Figure 1. Supply network.
Scale bar: 20 microns. Pins as bars on the die edge. Tap cells in grey.
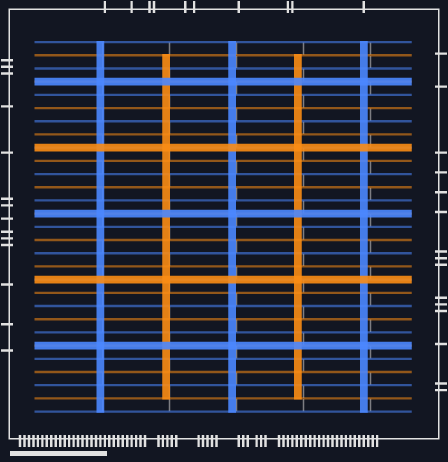
Figure 2. Cell classes on the final placement.
Scale bar: 20 microns.
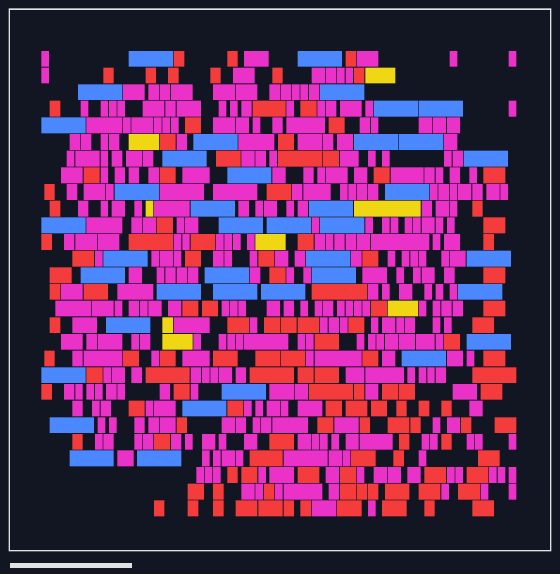
<file path="config.mk">
export PLATFORM = sky130hd
export DESIGN_NAME = tmr_irq_ctrl_v1_flat
export DESIGN_NICKNAME = d
export VERILOG_FILES = /design/src/rtl/tmr_irq_ctrl_v1_pkg.sv /design/src/rtl/tmr_irq_ctrl_v1_if.sv /design/src/rtl/tmr_irq_ctrl_v1_evt_rise_det.sv /design/src/rtl/tmr_irq_ctrl_v1.sv /design/src/flat_wrapper.sv
export SDC_FILE = /design/constraint.sdc
export NUM_CORES = 1
export LEC_CHECK = 0
export ABC_AREA = 1
export CAP_MARGIN = 5
export CORE_MARGIN = 5
export CORE_UTILIZATION = 44
export DETAILED_ROUTE_END_ITERATION = 10
export PLACE_DENSITY_LB_ADDON = 0.15
export REMOVE_ABC_BUFFERS = 1
export SYNTH_ARGS = -nofsm -noshare
export SYNTH_HDL_FRONTEND = slang
export SYNTH_SLANG_ARGS = --single-unit
</file>
<file path="constraint.sdc">
create_clock -name sys_clk -period 2.2 [get_ports sys_clk]
set_clock_uncertainty 0.05 [all_clocks]
set_input_delay 0.44 -clock sys_clk [delete_from_list [all_inputs] [get_ports sys_clk]]
set_output_delay 0.44 -clock sys_clk [all_outputs]
set_load 0.01 [all_outputs]
</file>
<file path="src/rtl/tmr_irq_ctrl_v1_pkg.sv">
// tmr_irq_ctrl_v1_pkg: register layouts, FSM states, access masks and priority helper
package tmr_irq_ctrl_v1_pkg;
  typedef enum logic [1:0] {IDLE, REQ, WAIT_CLR} tmr_irq_state_e;
  typedef struct packed {
    logic match1;
    logic match0;
    logic ovf;
  } tmr_irq_stat_t;
  typedef struct packed {
    logic gie;
    logic match1;
    logic match0;
    logic ovf;
  } tmr_irq_en_t;
  typedef struct packed {
    logic [7:0] match1;
    logic [7:0] match0;
    logic [7:0] ovf;
  } tmr_irq_cnt_t;
  localparam logic [31:0] STAT_RD_MASK = 32'h0000_0007;
  localparam logic [31:0] STAT_WR_MASK = 32'h0000_0007;
  localparam logic [31:0] EN_RD_MASK = 32'h0000_0107;
  localparam logic [31:0] EN_WR_MASK = 32'h0000_0107;
  localparam logic [31:0] CNT_RD_MASK = 32'h00FF_FFFF;
  function automatic logic [1:0] prio_id(input logic [2:0] p);
    return p[0] ? 2'd0 : p[1] ? 2'd1 : 2'd2;
  endfunction
endpackage

</file>
<file path="src/rtl/tmr_irq_ctrl_v1_if.sv">
// tmr_irq_ctrl_v1_if: SFR bus plus interrupt request/acknowledge handshake
interface tmr_irq_ctrl_v1_if #(
  parameter int DATA_WIDTH = 32,
  parameter int ADDR_WIDTH = 32
);
  logic [ADDR_WIDTH-1:0] sys_addr;
  logic sys_wr_en;
  logic [DATA_WIDTH-1:0] sys_sw_value;
  logic [DATA_WIDTH-1:0] sfr_rd_dout;
  logic irq_ack;
  logic irq_req;
  logic [1:0] irq_id;
  modport master (output sys_addr, sys_wr_en, sys_sw_value, irq_ack, input sfr_rd_dout, irq_req, irq_id);
  modport slave (input sys_addr, sys_wr_en, sys_sw_value, irq_ack, output sfr_rd_dout, irq_req, irq_id);
endinterface

</file>
<file path="src/rtl/tmr_irq_ctrl_v1_evt_rise_det.sv">
// evt_rise_det_v1: one-shot rise detector for a level event, masked on the first cycle after reset
module evt_rise_det_v1 (
  input logic clk,
  input logic rst,
  input logic en,
  input logic evt,
  output logic rise
);
  logic evt_q, armed;
  // remember the previous level and open the mask after the first enabled cycle
  always_ff @(posedge clk)
    if (rst) begin
      evt_q <= 1'b0;
      armed <= 1'b0;
    end else if (en) begin
      evt_q <= evt;
      armed <= 1'b1;
    end
  assign rise = evt & ~evt_q & armed;
endmodule

</file>
<file path="src/rtl/tmr_irq_ctrl_v1.sv">
// tmr_irq_ctrl_v1: timer event flags, saturating counters and a prioritised acknowledged IRQ
module tmr_irq_ctrl_v1
  import tmr_irq_ctrl_v1_pkg::*;
#(
  parameter int DATA_WIDTH = 32,
  parameter int ADDR_WIDTH = 32,
  parameter logic [ADDR_WIDTH-1:0] BASE_ADDR = '0,
  parameter int CNT_WIDTH = 8
) (
  input logic sys_clk,
  input logic sys_rst,
  input logic sys_clk_en,
  input logic match0_event,
  input logic match1_event,
  input logic ovf_event,
  tmr_irq_ctrl_v1_if.slave bus
);
  localparam logic [ADDR_WIDTH-1:0] EN_ADDR = BASE_ADDR + ADDR_WIDTH'(4);
  localparam logic [ADDR_WIDTH-1:0] CNT_ADDR = BASE_ADDR + ADDR_WIDTH'(8);
  localparam logic [7:0] CNT_MAX = 8'((9'd1 << CNT_WIDTH) - 9'd1);
  logic [2:0] evt, rise, pend;
  logic wr_stat, wr_irq_en, wr_cnt, req, req_d;
  logic [1:0] id, id_d;
  logic [DATA_WIDTH-1:0] en_w;
  tmr_irq_state_e state, state_d;
  tmr_irq_stat_t stat, stat_d;
  tmr_irq_en_t en, en_d;
  tmr_irq_cnt_t cnt, cnt_d;
  function automatic logic [7:0] cnt_next(input logic [7:0] c, input logic r, input logic clr);
    return clr ? {7'd0, r} : (r && c != CNT_MAX) ? c + 8'd1 : c;
  endfunction
  assign evt = {match1_event, match0_event, ovf_event};
  for (genvar i = 0; i < 3; i++) begin : g_det
    evt_rise_det_v1 u_det (.clk(sys_clk), .rst(sys_rst), .en(sys_clk_en), .evt(evt[i]), .rise(rise[i]));
  end
  assign wr_stat = bus.sys_wr_en && bus.sys_addr == BASE_ADDR;
  assign wr_irq_en = bus.sys_wr_en && bus.sys_addr == EN_ADDR;
  assign wr_cnt = bus.sys_wr_en && bus.sys_addr == CNT_ADDR;
  assign en_w = bus.sys_sw_value & DATA_WIDTH'(EN_WR_MASK);
  assign stat_d = tmr_irq_stat_t'(({stat} & ~(wr_stat ? bus.sys_sw_value[2:0] & STAT_WR_MASK[2:0] : 3'b0)) | rise);
  assign en_d = wr_irq_en ? tmr_irq_en_t'({en_w[8], en_w[2:0]}) : en;
  assign cnt_d = tmr_irq_cnt_t'({cnt_next(cnt.match1, rise[2], wr_cnt),
                                 cnt_next(cnt.match0, rise[1], wr_cnt),
                                 cnt_next(cnt.ovf, rise[0], wr_cnt)});
  assign pend = {stat} & en[2:0];
  assign bus.irq_req = req;
  assign bus.irq_id = id;
  assign bus.sfr_rd_dout = bus.sys_addr == BASE_ADDR ? DATA_WIDTH'({stat}) & DATA_WIDTH'(STAT_RD_MASK) :
                           bus.sys_addr == EN_ADDR ? DATA_WIDTH'({en.gie, 5'd0, en[2:0]}) & DATA_WIDTH'(EN_RD_MASK) :
                           bus.sys_addr == CNT_ADDR ? DATA_WIDTH'({cnt}) & DATA_WIDTH'(CNT_RD_MASK) : '0;
  // request on the highest pending source; a withdraw looks at this cycle's writes so it beats a same-cycle ack
  always_comb begin
    state_d = state;
    req_d = req;
    id_d = id;
    case (state)
      IDLE: if (en.gie && |pend) begin
        state_d = REQ;
        req_d = 1'b1;
        id_d = prio_id(pend);
      end
      REQ: if (!en_d.gie || !stat_d[id] || !en_d[id]) begin
        state_d = IDLE;
        req_d = 1'b0;
      end else if (bus.irq_ack) begin
        state_d = WAIT_CLR;
        req_d = 1'b0;
      end
      WAIT_CLR: state_d = stat[id] ? WAIT_CLR : IDLE;
      default: state_d = IDLE;
    endcase
  end
  // all state advances only on enabled cycles
  always_ff @(posedge sys_clk)
    if (sys_rst) begin
      state <= IDLE;
      stat <= '0;
      en <= '0;
      cnt <= '0;
      req <= 1'b0;
      id <= 2'd0;
    end else if (sys_clk_en) begin
      state <= state_d;
      stat <= stat_d;
      en <= en_d;
      cnt <= cnt_d;
      req <= req_d;
      id <= id_d;
    end
endmodule

</file>
<file path="src/flat_wrapper.sv">
// flat-port wrapper written by rule: the top's interface ports become plain ports
module tmr_irq_ctrl_v1_flat import tmr_irq_ctrl_v1_pkg::*;
#(
  parameter int DATA_WIDTH = 32,
  parameter int ADDR_WIDTH = 32,
  parameter logic [ADDR_WIDTH-1:0] BASE_ADDR = '0,
  parameter int CNT_WIDTH = 8
)
  (sys_clk, sys_rst, sys_clk_en, match0_event, match1_event, ovf_event, bus_sys_addr, bus_sys_wr_en, bus_sys_sw_value, bus_irq_ack, bus_sfr_rd_dout, bus_irq_req, bus_irq_id);
  tmr_irq_ctrl_v1_if #(.DATA_WIDTH(DATA_WIDTH), .ADDR_WIDTH(ADDR_WIDTH)) bus_i ();
  input logic sys_clk;
  input logic sys_rst;
  input logic sys_clk_en;
  input logic match0_event;
  input logic match1_event;
  input logic ovf_event;
  input wire logic [$bits(bus_i.sys_addr)-1:0] bus_sys_addr;
  input wire logic [$bits(bus_i.sys_wr_en)-1:0] bus_sys_wr_en;
  input wire logic [$bits(bus_i.sys_sw_value)-1:0] bus_sys_sw_value;
  input wire logic [$bits(bus_i.irq_ack)-1:0] bus_irq_ack;
  output wire logic [$bits(bus_i.sfr_rd_dout)-1:0] bus_sfr_rd_dout;
  output wire logic [$bits(bus_i.irq_req)-1:0] bus_irq_req;
  output wire logic [$bits(bus_i.irq_id)-1:0] bus_irq_id;
  assign bus_i.sys_addr = bus_sys_addr;
  assign bus_i.sys_wr_en = bus_sys_wr_en;
  assign bus_i.sys_sw_value = bus_sys_sw_value;
  assign bus_i.irq_ack = bus_irq_ack;
  assign bus_sfr_rd_dout = bus_i.sfr_rd_dout;
  assign bus_irq_req = bus_i.irq_req;
  assign bus_irq_id = bus_i.irq_id;
  tmr_irq_ctrl_v1 #(.DATA_WIDTH(DATA_WIDTH), .ADDR_WIDTH(ADDR_WIDTH), .BASE_ADDR(BASE_ADDR), .CNT_WIDTH(CNT_WIDTH)) u_core (.sys_clk(sys_clk), .sys_rst(sys_rst), .sys_clk_en(sys_clk_en), .match0_event(match0_event), .match1_event(match1_event), .ovf_event(ovf_event), .bus(bus_i));
endmodule
</file>
==> summary.txt <==
run results: Buf+Inv Stages, Crit Path 4, Vias per Instance 5.14, Die Size 7780 sq um, Mapped Area 2690 sq um, Reg2Reg Setup Slack 0.29 ns, Area leader share 29.8%, DRT Wirelength 8950 microns, DIE WIDTH 88.2 microns, DR WL/cell 14.6 microns, placed cell areas 3660 sq um, CTS tree done, layout cells sized above 1 39.4%, Hold Violations, Final 0, number of global-route vias before repair 2820, WHS 0.415 ns, area reported by Yosys stat 2690 sq um, Pleak 1.81 nW, Period minus WS final 2.19 ns, Yosys reg bits 40, Critical Path Fanout Max 6, CTS buffer count 5, clk latency late pin 0.31 ns, Crit path depth 9, grt ovf 0, GRT Util Overall 21.7%, layout filler cell count 469, first-pass GRT wire length 13200 microns, VDD IR max 388 uV, CTS max path bufs 2, Cell Rows 28, Met3 Wirelength 566 microns, CP max-delay cell nor3_4, largest net degree at the start of global routing 23, initial drt markers 172, CP endpoint kind primary output, Required @ worst endpoint 1.71 ns, Final Max Tran Viols 0, Setup Viol. Count Final 0, Critical Path, Cell by Cell buf_8 -> nor2_4 -> buf_6 -> nand3_4 -> nor3_4 -> buf_6 -> nand2_8 -> nor3_4 -> buf_2, input/output buffers 70, First-pass DRT Iterations 4, routed wl met2 4620 microns, FMAX 0.456 GHz, pwr dens 393 nW/um^2, r2r startpoint u_core.cnt[8], slowest stage delay, CP 0.23 ns, yosys cell count 407, Max Cap Violations 0, critical path launch point type input pin, Crit Path Class input pin to primary output, number of flops mapped to enable cells by yosys 0, status finished clean, crit path DAT 1.70 ns, GPL Wtd Cong 0.923, final non-filler cell area 4220 sq um, syn avg cell area 6.61 sq um, Post-synth seq share 29.8%, main area contributors dfxtp_1 30%, nand2_1 9.8%, inv_1 8.9%, Mapped Cells 407, core utilization at floorplan 45.5%, Critical R2R Capture u_core.cnt[8], Async S/R FF share, synth 0%, cell accounting for the most synthesized area dfxtp_1, CTS root buf clkbuf_8, Antenna Diode Count 0, Reg2Reg Depth 9, hpwl dp 5670 microns, H-tree levels 2, Commonest Layout Cell nand2_1, Worst Slack Setup Final 0.00620 ns, M1 wire length 3600 microns, RSZ-0062 raised after global routing yes, Period Utilization, post-route 99.7%, core area 5920 sq um, Area growth, synth to finish 56.6%, nets@finish 610, DRC viols 0, min-delay src u_core.bus.irq_req, worst min-delay path category flop to flop, Setup crit start bus_sys_addr[1], vias 3140, dpl ws -0.743 ns, Clock transition at path regs 0.08 ns
## Picture notes: Figure 1
Key: VDD = orange; VSS = blue
5 straps on met5. 5 straps on met4. 75 tap cells. 29 met1 rails follow the rows. The core has 28 rows.

## Picture notes: Figure 2
Key: clock drivers and dummy loads = yellow [cells 8, share of their area 2.6%]; other buffers and delay cells = red [cells 128, share of their area 26%]; all other logic = magenta [cells 360, share of their area 52%]; flip-flops = blue [cells 40, share of their area 19%]

[synthesized netlist by cell type, types with 4 or more instances]
| cell type | n |
|---|---|
| nor3_1 | 34 |
| nor3_2 | 6 |
| nand2_1 | 70 |
| o21ai_0 | 15 |
| inv_2 | 4 |
| nor2_1 | 42 |
| buf_4 | 10 |
| a31oi_1 | 11 |
| nand3_1 | 17 |
| a21oi_1 | 23 |
| nand3_2 | 6 |
| o21ai_1 | 4 |
| nor2_4 | 5 |
| nor2_2 | 7 |
| inv_1 | 64 |
| dfxtp_1 | 40 |
| nand2_2 | 11 |
[how the worst min path moves through the flow]
stage                                     to  slack, ns  cells after the start
after floorplan               u_core.cnt[12]       0.39                      2
after global placement    u_core.bus.irq_req       0.40                      2
after detailed placement  u_core.bus.irq_req       0.41                      2
after CTS                 u_core.bus.irq_req       0.42                      2
after global routing          u_core.cnt[12]       0.46                      2
final                     u_core.bus.irq_req       0.42                      2
[routing by layer]
layer  GRT usage [%]  vias to the layer above
met2            38.7                      100
met5               0                        -
met3            4.38                       16
met4            5.08                        0
li1                -                     1563
met1            26.9                     1461
[sequential cells by signal, indices dropped and copies added (netlist names)]
register and flops:
u_core.bus.irq_id 2, u_core.bus.irq_req 1, u_core.cnt 24, u_core.en 4, u_core.g_det.u_det.armed 1, u_core.g_det.u_det.evt_q 3, u_core.stat 3, u_core.state 2
[final cells by class]
type                       count  area, sq um  area share [%]
sequential                    40          801            19.0
clock inverter                 2         35.0           0.831
multi-input combinational    287         1850            44.0
timing repair buffer         128         1070            25.5
tap                           75         93.8            2.23
inverter                      73          284            6.74
clock buffer                   6         72.6            1.72
[kinds of logic after synthesis]
logic type / synth area share (%)
AND-OR/OR-AND: 14.8
adder cells (fa/ha/maj): 1.39
other: 0.139
flip-flops: 29.8
AND/OR/NAND/NOR: 39.7
buffers and inverters: 14.1
[worst reg2reg max path, stage by stage, from the launching register on]
cell     delay [ns]
dfxtp_1        0.44
ha_1           0.24
nand3_1        0.12
nor2_1         0.14
a31oi_1        0.14
o21ai_4        0.26
inv_2          0.08
buf_4          0.14
o21ai_0        0.14
a31oi_1        0.05
[where the power goes]
part           leakage, nW  internal [mW]  switching (mW)
Clock               0.0552          0.337           0.291
Combinational         1.43          0.130           0.134
Sequential           0.325          0.742          0.0201
Total                 1.81           1.21           0.445
[repair_timing]
| item | in CTS | in global routing |
|---|---|---|
| cloned | 4 | 2 |
| endpoints found under the setup margin | 51 | 43 |
| resized | 190 | 92 |
| pin swaps | 31 | 48 |
| setup buffers | 10 | 16 |
[through the flow]
stage | utilization [%] | power (mW) | std cells | setup TNS, ns
after floorplan | - | 0.873 | 397 | 0
after global placement | 61.8 | 1.02 | 572 | -25.60
after detailed placement | 61.8 | 1.02 | 572 | -27.71
after CTS | 65.3 | 1.61 | 593 | 0
after global routing | 71.2 | 1.71 | 611 | -0.355
final | 71.2 | 1.65 | 611 | 0
Power figures rest on the tool's default switching activity, not on a simulated workload.
